Run 1, drive-strength map:
(6 px per um)
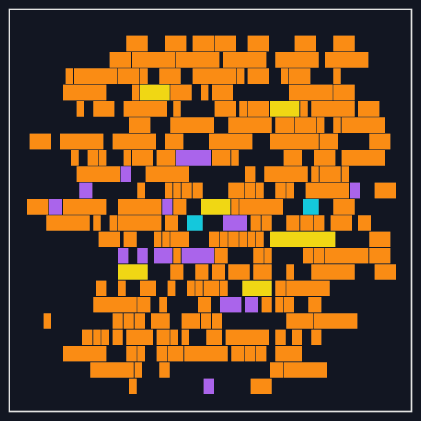
Run 1, M3 wires:
(4 px per um) Cells faint in the background.
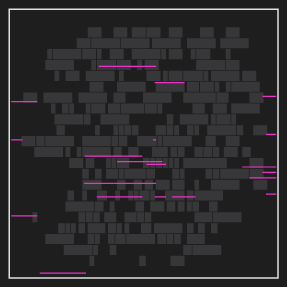
Run 1, cell placement:
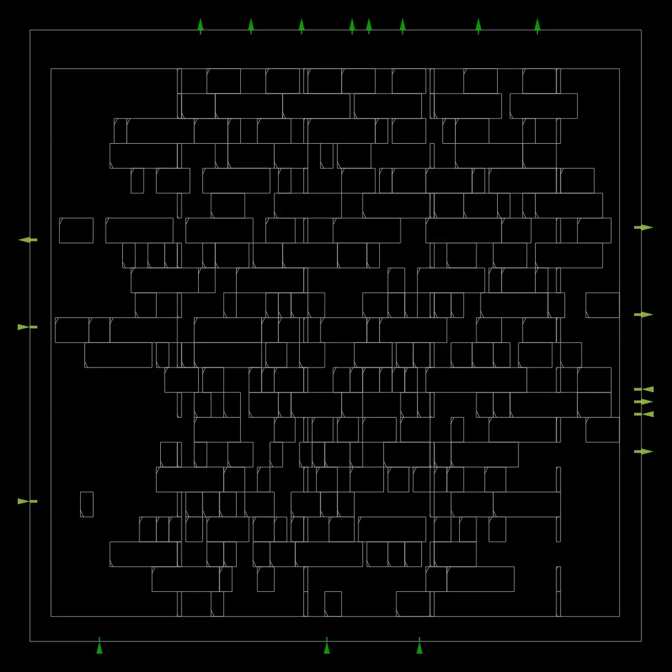
--- config.mk ---
export PLATFORM = sky130hd
export DESIGN_NAME = uart_rx
export DESIGN_NICKNAME = d
export VERILOG_FILES = /design/src/rtl/uart_rx.sv
export SDC_FILE = /design/constraint.sdc
export NUM_CORES = 1
export LEC_CHECK = 0
export CAP_MARGIN = 20
export CORE_MARGIN = 2
export CORE_UTILIZATION = 43
export CTS_BUF_LIST = sky130_fd_sc_hd__clkbuf_4 sky130_fd_sc_hd__clkbuf_8 sky130_fd_sc_hd__clkbuf_16
export CTS_CLUSTER_SIZE = 14
export DETAILED_ROUTE_END_ITERATION = 16
export GPL_ROUTABILITY_DRIVEN = 0
export GPL_TIMING_DRIVEN = 0
export MAX_ROUTING_LAYER = met4
export PLACE_DENSITY = 0.7
export RECOVER_POWER = 100
export SKIP_CTS_REPAIR_TIMING = 1
export SLEW_MARGIN = 10
export SYNTH_ARGS = -nofsm -noshare
export SYNTH_HDL_FRONTEND = slang
export SYNTH_SLANG_ARGS = --single-unit
--- constraint.sdc ---
create_clock -name clk -period 2 [get_ports clk]
set_input_delay 0.4 -clock clk [delete_from_list [all_inputs] [get_ports clk]]
set_output_delay 0.4 -clock clk [all_outputs]
set_load 0.05 [all_outputs]
--- src/rtl/uart_rx.sv ---
// UART receiver: 2-flop rx synchronizer, mid-bit sampling at OVERSAMPLE x baud,
// optional parity, stop-bit check and a valid/ready output with error flags.
module uart_rx #(
    parameter int unsigned OVERSAMPLE = 16,
    parameter int unsigned DATA_BITS  = 8
) (
    input  logic                 clk,
    input  logic                 reset,
    input  logic                 oversample_tick,
    input  logic                 rx,
    input  logic                 parity_en,
    input  logic                 parity_odd,
    output logic                 out_valid,
    input  logic                 out_ready,
    output logic [DATA_BITS-1:0] out_data,
    output logic                 parity_err,
    output logic                 frame_err,
    output logic                 overrun,
    output logic                 busy
);

    localparam int unsigned TW = $clog2(OVERSAMPLE);
    localparam int unsigned BW = (DATA_BITS > 1) ? $clog2(DATA_BITS) : 1;
    localparam logic [TW-1:0] TICK_HALF = TW'(OVERSAMPLE / 2 - 1);
    localparam logic [TW-1:0] TICK_LAST = TW'(OVERSAMPLE - 1);
    localparam logic [BW-1:0] BIT_LAST  = BW'(DATA_BITS - 1);

    typedef enum logic [2:0] {IDLE, START, DATA, PARITY, STOP} state_t;

    state_t                 state_q, state_d;
    logic                   rx_meta_q, rx_meta_d;
    logic                   rx_s_q, rx_s_d;
    logic [TW-1:0]          tick_cnt_q, tick_cnt_d;
    logic [BW-1:0]          bit_cnt_q, bit_cnt_d;
    logic [DATA_BITS-1:0]   shift_q, shift_d;
    logic                   armed_q, armed_d;
    logic                   par_en_q, par_en_d;
    logic                   par_odd_q, par_odd_d;
    logic                   frame_perr_q, frame_perr_d;
    logic                   out_valid_q, out_valid_d;
    logic [DATA_BITS-1:0]   out_data_q, out_data_d;
    logic                   parity_err_q, parity_err_d;
    logic                   frame_err_q, frame_err_d;
    logic                   overrun_q, overrun_d;
    logic                   busy_q, busy_d;
    logic                   done;
    logic                   done_ferr;

    always_comb begin
        rx_meta_d    = rx;
        rx_s_d       = rx_meta_q;
        state_d      = state_q;
        tick_cnt_d   = tick_cnt_q;
        bit_cnt_d    = bit_cnt_q;
        shift_d      = shift_q;
        armed_d      = armed_q;
        par_en_d     = par_en_q;
        par_odd_d    = par_odd_q;
        frame_perr_d = frame_perr_q;
        out_valid_d  = out_valid_q;
        out_data_d   = out_data_q;
        parity_err_d = parity_err_q;
        frame_err_d  = frame_err_q;
        overrun_d    = 1'b0;
        done         = 1'b0;
        done_ferr    = 1'b0;

        if (oversample_tick) begin
            unique case (state_q)
                IDLE: begin
                    if (rx_s_q) begin
                        armed_d = 1'b1;
                    end else if (armed_q) begin
                        armed_d    = 1'b0;
                        tick_cnt_d = '0;
                        state_d    = START;
                    end
                end
                START: begin
                    if (tick_cnt_q == TICK_HALF) begin
                        tick_cnt_d = '0;
                        if (rx_s_q) begin
                            state_d = IDLE;
                        end else begin
                            par_en_d     = parity_en;
                            par_odd_d    = parity_odd;
                            frame_perr_d = 1'b0;
                            bit_cnt_d    = '0;
                            state_d      = DATA;
                        end
                    end else begin
                        tick_cnt_d = tick_cnt_q + TW'(1);
                    end
                end
                DATA: begin
                    if (tick_cnt_q == TICK_LAST) begin
                        tick_cnt_d = '0;
                        shift_d    = {rx_s_q, shift_q[DATA_BITS-1:1]};
                        if (bit_cnt_q == BIT_LAST) begin
                            bit_cnt_d = '0;
                            state_d   = par_en_q ? PARITY : STOP;
                        end else begin
                            bit_cnt_d = bit_cnt_q + BW'(1);
                        end
                    end else begin
                        tick_cnt_d = tick_cnt_q + TW'(1);
                    end
                end
                PARITY: begin
                    if (tick_cnt_q == TICK_LAST) begin
                        tick_cnt_d   = '0;
                        frame_perr_d = rx_s_q ^ (^shift_q) ^ par_odd_q;
                        state_d      = STOP;
                    end else begin
                        tick_cnt_d = tick_cnt_q + TW'(1);
                    end
                end
                STOP: begin
                    if (tick_cnt_q == TICK_LAST) begin
                        tick_cnt_d = '0;
                        done       = 1'b1;
                        done_ferr  = ~rx_s_q;
                        // a low stop sample (break) must see the line high again before re-arming
                        armed_d    = rx_s_q;
                        state_d    = IDLE;
                    end else begin
                        tick_cnt_d = tick_cnt_q + TW'(1);
                    end
                end
                default: state_d = IDLE;
            endcase
        end

        if (out_valid_q && out_ready) begin
            out_valid_d = 1'b0;
        end
        if (done) begin
            if (!out_valid_q || out_ready) begin
                out_valid_d  = 1'b1;
                out_data_d   = shift_q;
                parity_err_d = frame_perr_q;
                frame_err_d  = done_ferr;
            end else begin
                overrun_d = 1'b1;
            end
        end

        busy_d = (state_d != IDLE);
    end

    always_ff @(posedge clk) begin
        if (reset) begin
            state_q      <= IDLE;
            rx_meta_q    <= 1'b1;
            rx_s_q       <= 1'b1;
            tick_cnt_q   <= '0;
            bit_cnt_q    <= '0;
            shift_q      <= '0;
            armed_q      <= 1'b0;
            par_en_q     <= 1'b0;
            par_odd_q    <= 1'b0;
            frame_perr_q <= 1'b0;
            out_valid_q  <= 1'b0;
            out_data_q   <= '0;
            parity_err_q <= 1'b0;
            frame_err_q  <= 1'b0;
            overrun_q    <= 1'b0;
            busy_q       <= 1'b0;
        end else begin
            state_q      <= state_d;
            rx_meta_q    <= rx_meta_d;
            rx_s_q       <= rx_s_d;
            tick_cnt_q   <= tick_cnt_d;
            bit_cnt_q    <= bit_cnt_d;
            shift_q      <= shift_d;
            armed_q      <= armed_d;
            par_en_q     <= par_en_d;
            par_odd_q    <= par_odd_d;
            frame_perr_q <= frame_perr_d;
            out_valid_q  <= out_valid_d;
            out_data_q   <= out_data_d;
            parity_err_q <= parity_err_d;
            frame_err_q  <= frame_err_d;
            overrun_q    <= overrun_d;
            busy_q       <= busy_d;
        end
    end

    assign out_valid  = out_valid_q;
    assign out_data   = out_data_q;
    assign parity_err = parity_err_q;
    assign frame_err  = frame_err_q;
    assign overrun    = overrun_q;
    assign busy       = busy_q;

endmodule

==> impl_metrics.yaml, run 1 <==
# generated from flow reports
outcome:
  status: "completed"
finish:
  syn_to_final_growth_pct: 19.6
  final-comb-area_um2: 871
  final_net_count: 224
  fillCellCount: 359
  final_util_pct: 54.5
  antenna_cells: 0
  drive_gt1_share_pct: 10.3
  ff_latch_area_um2: 741
worst_setup_path:
  cp.depth: 1
  crit_path_max_incr_delay_ns: 0.87
  worstPathCellList: "dlygate4sd3_1"
  worstPathRequired_ns: 1.60
  crit_slowest_cell: "dlygate4sd3_1"
  crit_buf_inv: 1
  r2r_cells: 7
  start_kind: "flip-flop"
  cp_data_arrival_time_ns: 1.50
  endpoint_kind: "output port"
  cp_max_fo: 2
  crit_type: "flip-flop to output port"
  cp_top_family: "buffers and inverters"
global_route:
  antenna_found_initial: 0
  grt_use_total_pct: 17.3
  grt_pass1_wl_mm: 5.66
  grt_overflow: 0
  grt_pass1_vias: 1267
  grt_max_degree: 12
die:
  ioPinCount: 20
  fp_util_pct: 45.6
  rows: 22
  die_x_um: 66.8
  die_h_um: 66.8
pwr:
  ir_drop_v: 0.000336
  p_leak_uw: 0.000843
  p_per_area_nw_per_um2: 694
synth:
  numSynthFlops: 37
  synthTopCellsByCount: "dfxtp_1, nor2_1, mux2i_1"
  synth_cell_type_count: 36
  async_reset_ff_share_pct: 0
  mappedNetlistNets: 200
  ff_type: "dfxtp_1"
  yosysTopAreaCell: "dfxtp_1"
  synthCells: 190
  yosys_cells: 190
  ys_sh_adder_pct: 2.21
  syn_area_um2: 1700
  topCellsByArea: "dfxtp_1, mux2i_1, nor2_1"
  top_cell_area_share_pct: 43.7
  synth-edff-count: 0
  ys_chip_area_um2: 1700
  ys_seq_share_pct: 43.7
  simple_gate_area_share_pct: 22.1
  top_logic_kind: "simple AND/OR/NAND/NOR gates"
  avgSynthCellArea_um2: 8.92
  synth-xor-area-share_pct: 5.90
  synthAoiAreaFrac_pct: 10.0
  ys_sh_mux_pct: 11.2
job:
  maxCapViolCount: 0
  warnings: 26
cts:
  root_buffer: "clkbuf_8"
  cts_tree: "done"
  ctsHtreeMaxLevel: 2
  cts_buffers: 5
  path_clk_slew_ns: 0.07
  clock_latency_ns: 0.28
  clockBufferDepth: 2
placed_design:
  dp_hpwl_mm: 2.24
  io_buffers: 17
timing:
  rsz0062_at_grt: "no"
  fin_setup_tns_ns: 0
  period_minus_slack_ns: 1.90
  setup-violations-final: 0
  hold_violations: 0
  post-route-period-util_pct: 94.8
  maxSlewHeadroom_pct: 65.3
  slew_viol_final: 0
  skew_ns: 0.00189
  tightest_slew_ns: 0.519
  fmax_mhz: 527
detailed_routing:
  vias_per_cell: 5.16
  final_antenna_net_count: 0
  route.detailed.drc: 0
  wire_per_inst_um: 11.9
  first_iter_violations: 35
  first_pass_iters: 4
hold_path:
  holdPathStages: 1
  min_path_type: "flip-flop to flip-flop"
Notes on 'drive-strength map' above:
- yellow: _6 and larger (cells 6; share 2.8%; most used clkbuf_8)
- orange: _0 and _1 cells (cells 192; share 90%; most used dfxtp_1)
- cyan: _3 and _4 cells (cells 2; share 0.93%; most used buf_4)
- purple: _2 cells (cells 14; share 6.5%; most used buf_2)

Notes on 'M3 wires' above:
- share of all routed wire: 4.5%
- longest straight run: 17.7 um
- main direction: horizontal
- wire length on this layer: 139 um
- nets with wire on the layer: 15
met3 usage: 4.73%
drt total wl: 3.13 mm
total number of vias: 1351

Notes on 'cell placement' above:
Well Taps: 48
Core ar.: 3720 um2
flop count: 37
fraction of area in registers: 36.5%

run 1: power breakdown:
group          switching (uW)  internal, uW
registers                1.23           741
clock network             255           362
logic                    28.0          19.3
run 1: layout make-up:
class,count,area share [%]
plain buffers,12,2.90
inverters,6,1.11
well taps,48,2.96
clock buffers,5,3.40
multi-input cells,135,43.0
repair buffers,17,8.40
flip-flops and latches,37,36.5
clock inverters,2,1.73
run 1: path summary, 6_finish.rpt:
path / startpoint / endpoint / slack (ns)
worst max register to register: state_q[1]$_SDFF_PP0_ / shift_q[4]$_SDFFE_PP0P_ / 0.22
worst max-delay path: frame_err$_SDFFE_PP0P_ / frame_err / 0.10
worst min register to register: rx_meta_q$_SDFF_PP1_ / rx_s_q$_SDFF_PP1_ / 0.42
worst min-delay path: rx_meta_q$_SDFF_PP1_ / rx_s_q$_SDFF_PP1_ / 0.42
run 1: cells in the final DEF, fill, tap and decap left out, drive strengths merged, types with 2 or more instances in the layout:
cell type / instances
dfxtp: 37
nor2: 31
mux2i: 19
a21oi: 14
dlygate4sd3: 14
nand3: 11
clkbuf: 11
nand2: 10
inv: 6
xnor2: 6
buf: 6
nand2b: 5
nor3: 5
o21ai: 5
a31oi: 4
ha: 3
clkdlybuf4s50: 3
xor2: 2
or4: 2
nor2b: 2
or2: 2
and2: 2
run 1: logic make-up (layout without fill, tap and decap cells):
group           count (synthesis)  count (layout)
simple gates                   76              76
fa+ha+maj                       3               3
mux                            19              19
flops                          37              37
compound gates                 28              28
xor+xnor                        9               9
buf+inv                        18              42
run 1: through the flow:
stage | instance area [um2] | std cells | power [uW] | hold WS, ns | setup slack, ns
after detailed placement | 1930 | 255 | 808 | 0.400 | 0.175
after global placement | 1930 | 255 | 808 | 0.393 | 0.174
after floorplan | 1700 | 190 | 790 | 0.389 | 0.370
after CTS | 2030 | 262 | 1420 | 0.419 | 0.161
final | 2030 | 262 | 1410 | 0.416 | 0.103
after global routing | 2030 | 262 | 1460 | 0.448 | 0.0214
run 1: flip-flops by register name (all words and copies together) (netlist names), 3 cells and up:
name        flops
bit_cnt_q       3
out_data        8
shift_q         8
state_q         3
tick_cnt_q      4
run 1: layer usage:
metal | vias to the layer above | global-route usage, % | wire [um]
met4 | 0 | 7.91 | 61
met1 | 620 | 21.4 | 1540
met3 | 7 | 4.73 | 139
li1 | 699 | - | -
met2 | 25 | 26.3 | 1380
met5 | - | - | 0
==> run 2, diff against run 1 <==
--- a/config.mk
+++ b/config.mk
@@ -5,7 +5,6 @@
 export SDC_FILE = /design/constraint.sdc
 export NUM_CORES = 1
 export LEC_CHECK = 0
-export CAP_MARGIN = 20
 export CORE_MARGIN = 2
 export CORE_UTILIZATION = 43
 export CTS_BUF_LIST = sky130_fd_sc_hd__clkbuf_4 sky130_fd_sc_hd__clkbuf_8 sky130_fd_sc_hd__clkbuf_16
Run 2, drive-strength map:
(6 px per um)
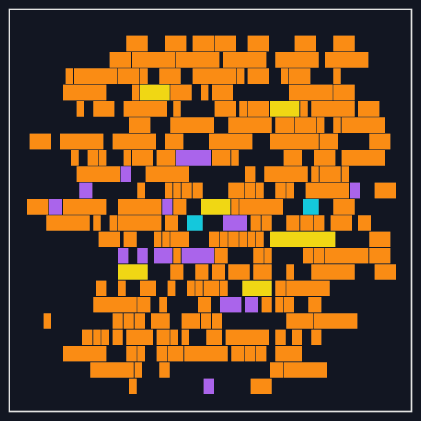
design area: 2030 um2
Area Growth Syn to Fin: 19.6%
crit path setup slack, layout: 0.103 ns
Signal buffers: 29

Run 2, placement by cell class:
(8 px per um)
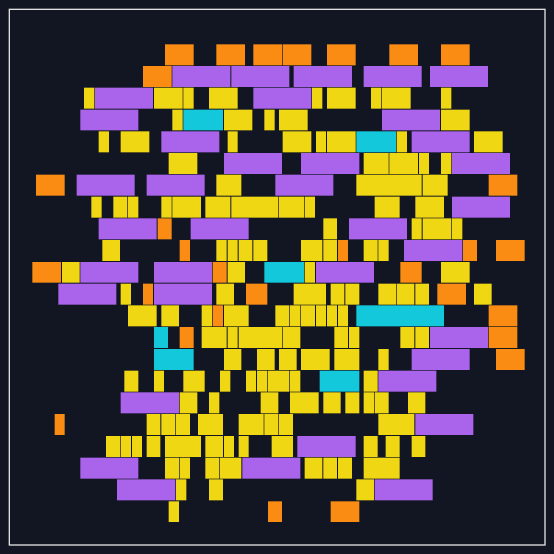
- yellow: combinational and other logic (cells 141)
- purple: sequential cells (cells 37)
- cyan: clock drivers and dummy loads (cells 7)
- orange: remaining buffers and delay cells (cells 29)
Site Rows: 22
Final Core Density: 54.5%

==> run 2 against run 1 <==
Sequential share of layout area did not move. Maximum frequency did not move. Clock skew did not move. Clock power barely moved. Cell count did not move. Critical path depth did not move. Synthesized cell count did not move. Final area did not move.
==> impl_metrics.yaml, run 2 <==
# generated from flow reports
timing:
  fin_setup_tns_ns: 0
  setup-violations-final: 0
  rsz0062_at_grt: "no"
  tightest_slew_ns: 0.519
  post-route-period-util_pct: 94.8
  maxSlewHeadroom_pct: 65.3
  slew_viol_final: 0
  period_minus_slack_ns: 1.90
  skew_ns: 0.00189
  hold_violations: 0
  fmax_mhz: 527
pwr:
  power.total_uw: 1410
  ir_drop_v: 0.000336
  p_leak_uw: 0.000843
  p_per_area_nw_per_um2: 694
synth:
  numSynthFlops: 37
  yosys_cells: 190
  avgSynthCellArea_um2: 8.92
  async_reset_ff_share_pct: 0
  topCellsByArea: "dfxtp_1, mux2i_1, nor2_1"
  ys_chip_area_um2: 1700
  yosysTopAreaCell: "dfxtp_1"
  mappedNetlistNets: 200
  synthTopCellsByCount: "dfxtp_1, nor2_1, mux2i_1"
  syn_area_um2: 1700
  ys_seq_share_pct: 43.7
  top_cell_area_share_pct: 43.7
worst_setup_path:
  crit_buf_inv: 1
  start_kind: "flip-flop"
  cp_data_arrival_time_ns: 1.50
  worstPathCellList: "dlygate4sd3_1"
  endpoint_kind: "output port"
  cp_top_family: "buffers and inverters"
  cp_max_fo: 2
  crit_path_max_incr_delay_ns: 0.87
  worstPathRequired_ns: 1.60
  crit_type: "flip-flop to output port"
  crit_slowest_cell: "dlygate4sd3_1"
global_route:
  antenna_found_initial: 0
  grt_pass1_wl_mm: 5.66
  grt_overflow: 0
  grt_max_degree: 12
  grt_use_total_pct: 17.3
  grt_pass1_vias: 1267
finish:
  drive_gt1_share_pct: 10.3
  final_cell_mix: "dfxtp_1, nor2_1, mux2i_1"
  fillCellCount: 359
  antenna_cells: 0
  instances_no_fill: 262
  final_net_count: 224
cts:
  clock_latency_ns: 0.28
  cts_buffers: 5
  ctsHtreeMaxLevel: 2
  root_buffer: "clkbuf_8"
  clockBufferDepth: 2
  cts_tree: "done"
job:
  warnings: 26
  maxCapViolCount: 0
die:
  fp_util_pct: 45.6
  coreArea_um2: 3720
  die_h_um: 66.8
  ioPinCount: 20
  die_x_um: 66.8
placed_design:
  io_buffers: 17
  dp_cells: 255
  dp_hpwl_mm: 2.24
detailed_routing:
  first_iter_violations: 35
  first_pass_iters: 4
  final_antenna_net_count: 0
  vias_per_cell: 5.16
  route.detailed.drc: 0
  routed_wl_mm: 3.13
  wire_per_inst_um: 11.9
outcome:
  status: "completed"
hold_path:
  min_path_type: "flip-flop to flip-flop"
run 2: cell counts after synthesis:
No cell type changed its count.
run 2: worst paths after layout:
path	start	endpoint	slack (ns)	depth (start not counted)
setup / recovery	frame_err$_SDFFE_PP0P_	frame_err	0.10	1
hold / removal	rx_meta_q$_SDFF_PP1_	rx_s_q$_SDFF_PP1_	0.42	1
hold reg to reg	rx_meta_q$_SDFF_PP1_	rx_s_q$_SDFF_PP1_	0.42	1
setup reg to reg	state_q[1]$_SDFF_PP0_	shift_q[4]$_SDFFE_PP0P_	0.22	7
run 2: logic make-up after synthesis:
kind of cell | synth area share (%)
compound gates | 10.0
xor+xnor | 5.90
fa+ha+maj | 2.21
buf+inv | 4.80
flops | 43.7
mux | 11.2
simple gates | 22.1
run 2: layer usage:
metal	GRT usage, %	wire (um)	share of wire [%]	up-vias
met1	21.4	1540	49	620
met4	7.91	61	2.0	0
met2	26.3	1380	44	25
li1	-	-	-	699
met5	-	0	0	-
met3	4.73	139	4.4	7
run 2: metrics by stage:
step	area, um2	setup slack (ns)
global route	2030	0.0214
finish	2030	0.103
detailed placement	1930	0.175
CTS	2030	0.161
floorplan	1700	0.370
global placement	1930	0.174
run 2: power by group:
group / internal (uW) / leakage, uW / switching (uW) / total, uW
Combinational: 19.3 / 0.000490 / 28.0 / 47.3
Clock: 362 / 0.0000540 / 255 / 617
Sequential: 741 / 0.000299 / 1.23 / 742
Total: 1120 / 0.000843 / 284 / 1410
run 2: area by class of cell:
type | instances | area [um2] | share of cell area (%)
Multi-Input combinational cell | 135 | 871 | 43.0
Tap cell | 48 | 60.1 | 2.96
Timing Repair Buffer | 17 | 170 | 8.40
Sequential cell | 37 | 741 | 36.5
Buffer | 12 | 58.8 | 2.90
Inverter | 6 | 22.5 | 1.11
Clock inverter | 2 | 35.0 | 1.73
Clock buffer | 5 | 68.8 | 3.40
==> run 3, diff against run 2 <==
--- a/config.mk
+++ b/config.mk
@@ -6,14 +6,14 @@
 export NUM_CORES = 1
 export LEC_CHECK = 0
 export CORE_MARGIN = 2
-export CORE_UTILIZATION = 43
+export CORE_UTILIZATION = 38
 export CTS_BUF_LIST = sky130_fd_sc_hd__clkbuf_4 sky130_fd_sc_hd__clkbuf_8 sky130_fd_sc_hd__clkbuf_16
-export CTS_CLUSTER_SIZE = 14
+export CTS_CLUSTER_SIZE = 28
 export DETAILED_ROUTE_END_ITERATION = 16
 export GPL_ROUTABILITY_DRIVEN = 0
 export GPL_TIMING_DRIVEN = 0
 export MAX_ROUTING_LAYER = met4
-export PLACE_DENSITY = 0.7
+export PLACE_DENSITY = 0.64
 export RECOVER_POWER = 100
 export SKIP_CTS_REPAIR_TIMING = 1
 export SLEW_MARGIN = 10
Run 3, cell placement:
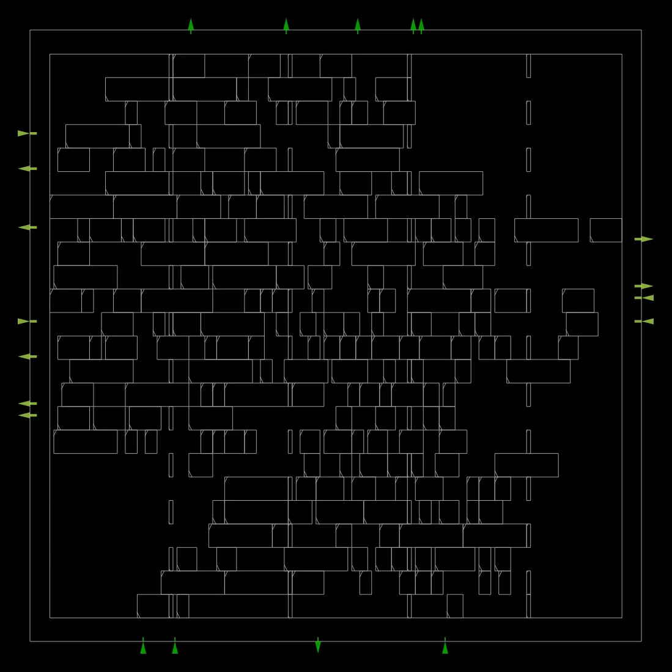
fraction of area in registers: 36.8%
Final Core Density: 46.5%
Site Rows: 24

Run 3, M3 wires:
(4 px per um) Cells faint in the background.
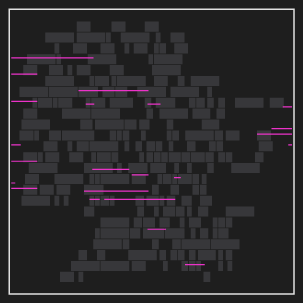
- wire length on this layer: 145 um
- nets with wire on the layer: 17

==> run 3 against run 2 <==
Clock-buffer cell count increased by 1. Die size increased by 12%. Hold slack got worse by 0.0049 ns. Power decreased by 7.6%. Cell count increased by 1.5%. Global-route usage decreased by 2.4 points. Flip-flop count unchanged. First-iteration DRC count increased by 110%.
==> impl_metrics.yaml, run 3 <==
# generated from flow reports
global_route:
  grt_pass1_vias: 1229
  grt_use_total_pct: 14.9
  grt_max_degree: 12
synth:
  yosysTopAreaCell: "dfxtp_1"
  mappedNetlistNets: 200
  numSynthFlops: 37
  ys_sh_mux_pct: 11.2
  synth-xor-area-share_pct: 5.90
  avgSynthCellArea_um2: 8.92
pwr:
  p_int_uw: 1010
  p_switching_uw: 286
  pwr-share-clk_pct: 39.3
  power.total_uw: 1300
  p_leak_uw: 0.000836
die:
  die_h_um: 70.8
  fp_util_pct: 39.2
  coreArea_um2: 4320
timing:
  skew_ns: 0.00798
  period_minus_slack_ns: 1.91
  rsz0062_at_grt: "no"
  maxSlewHeadroom_pct: 62.4
  setup-violations-final: 0
  hold_violations: 0
placed_design:
  dp_hpwl_mm: 2.33
  pre_cts_slack_ns: 0.119
hold_path:
  whs_endpoint: "rx_s_q$_SDFF_PP1_"
  holdPathStages: 1
  hold_start: "rx_meta_q$_SDFF_PP1_"
detailed_routing:
  wire_per_inst_um: 12.2
  vias_per_cell: 5.02
  route.detailed.drc: 0
  routed_wl_mm: 3.25
  final_antenna_net_count: 0
worst_setup_path:
  crit_type: "flip-flop to output port"
  cp_max_fo: 2
  crit_buf_inv: 1
  reg2reg_from: "tick_cnt_q[0]$_SDFFE_PP0P_"
  worstPathRequired_ns: 1.60
job:
  warnings: 26
  maxCapViolCount: 0
finish:
  finalInstanceArea_um2: 2010
  antenna_cells: 0
  syn_to_final_growth_pct: 18.6
outcome:
  status: "completed"
cts:
  cts_buffers: 5
  root_buffer: "clkbuf_8"
  cts_tree: "done"
[run 3: metal layers]
layer  up-vias  part of all wire, %  GRT usage (%)
li1        696                    -              -
met1       605                   50           20.0
met2        26                   44           20.7
met3         7                  4.4           4.84
met4         0                  1.9           5.66
met5         -                    0              -
[run 3: area by class of cell]
cell class,instances,area (um2),area share [%]
tap,52,65.1,3.24
inverter,6,22.5,1.12
timing repair buffer,17,170,8.46
sequential,37,741,36.8
buffer,12,56.3,2.80
clock buffer,6,76.3,3.80
clock inverter,1,8.76,0.436
multi-input combinational,135,871,43.3
[run 3: kinds of logic after synthesis]
| kind of cell | after synthesis |
|---|---|
| AOI/OAI and AO/OA | 28 |
| xor gates and xnor gates | 9 |
| adders and majority gates | 3 |
| buffers and inverters | 18 |
| DFF | 37 |
| muxes | 19 |
| and+or+nand+nor | 76 |
[run 3: power groups by stage]
stage | combinational (uW) | clock, uW | sequential (uW)
floorplan | 29.9 | 0 | 760
global placement | 49.4 | 0 | 759
detailed placement | 49.6 | 0 | 759
CTS | 49.6 | 526 | 742
global route | 53.5 | 567 | 742
finish | 47.9 | 510 | 742
[run 3: worst max-delay path by stage]
| stage | cells after the start | startpoint | slack, ns | to |
|---|---|---|---|---|
| after floorplan | 6 | tick_cnt_q[0]$_SDFFE_PP0P_ | 0.37 | frame_perr_q$_SDFFE_PP0P_ |
| after global placement | 6 | out_ready | 0.14 | out_data[6]$_SDFFE_PP0P_ |
| after detailed placement | 6 | out_ready | 0.12 | parity_err$_SDFFE_PP0P_ |
| after CTS | 1 | out_data[0]$_SDFFE_PP0P_ | 0.14 | out_data[0] |
| after global routing | 7 | state_q[1]$_SDFF_PP0_ | 0.006 | shift_q[5]$_SDFFE_PP0P_ |
| final | 1 | out_data[0]$_SDFFE_PP0P_ | 0.09 | out_data[0] |
[run 3: metrics by stage]
step	instances	hold WS (ns)	utilization (%)
global placement	259	0.391	44.6
finish	266	0.411	46.5
floorplan	190	0.389	-
global route	266	0.439	46.5
detailed placement	259	0.398	44.6
CTS	266	0.414	46.6

==> screenshots <==
Sequential cells coloured by netlist name.
(6 px per um) Other sequential cells in the stronger grey, the rest of the logic in the fainter grey.
(a)
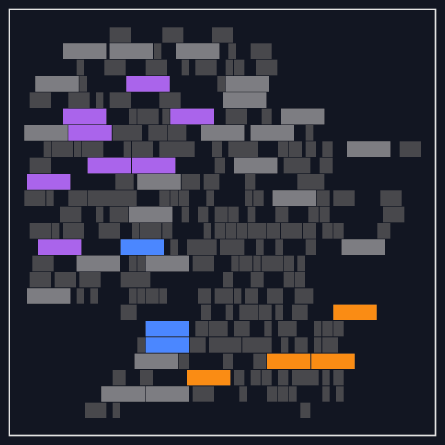
(b)
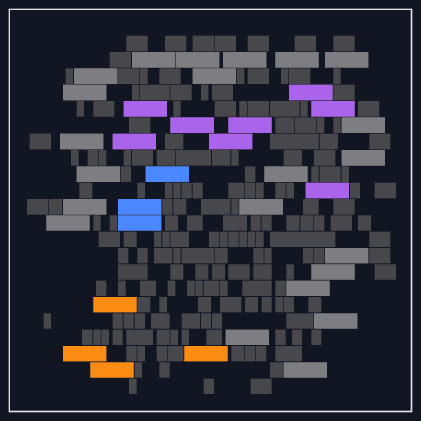
(b) comes from run 2.
(a) comes from run 3.

Power and IR drop assume default switching activity.
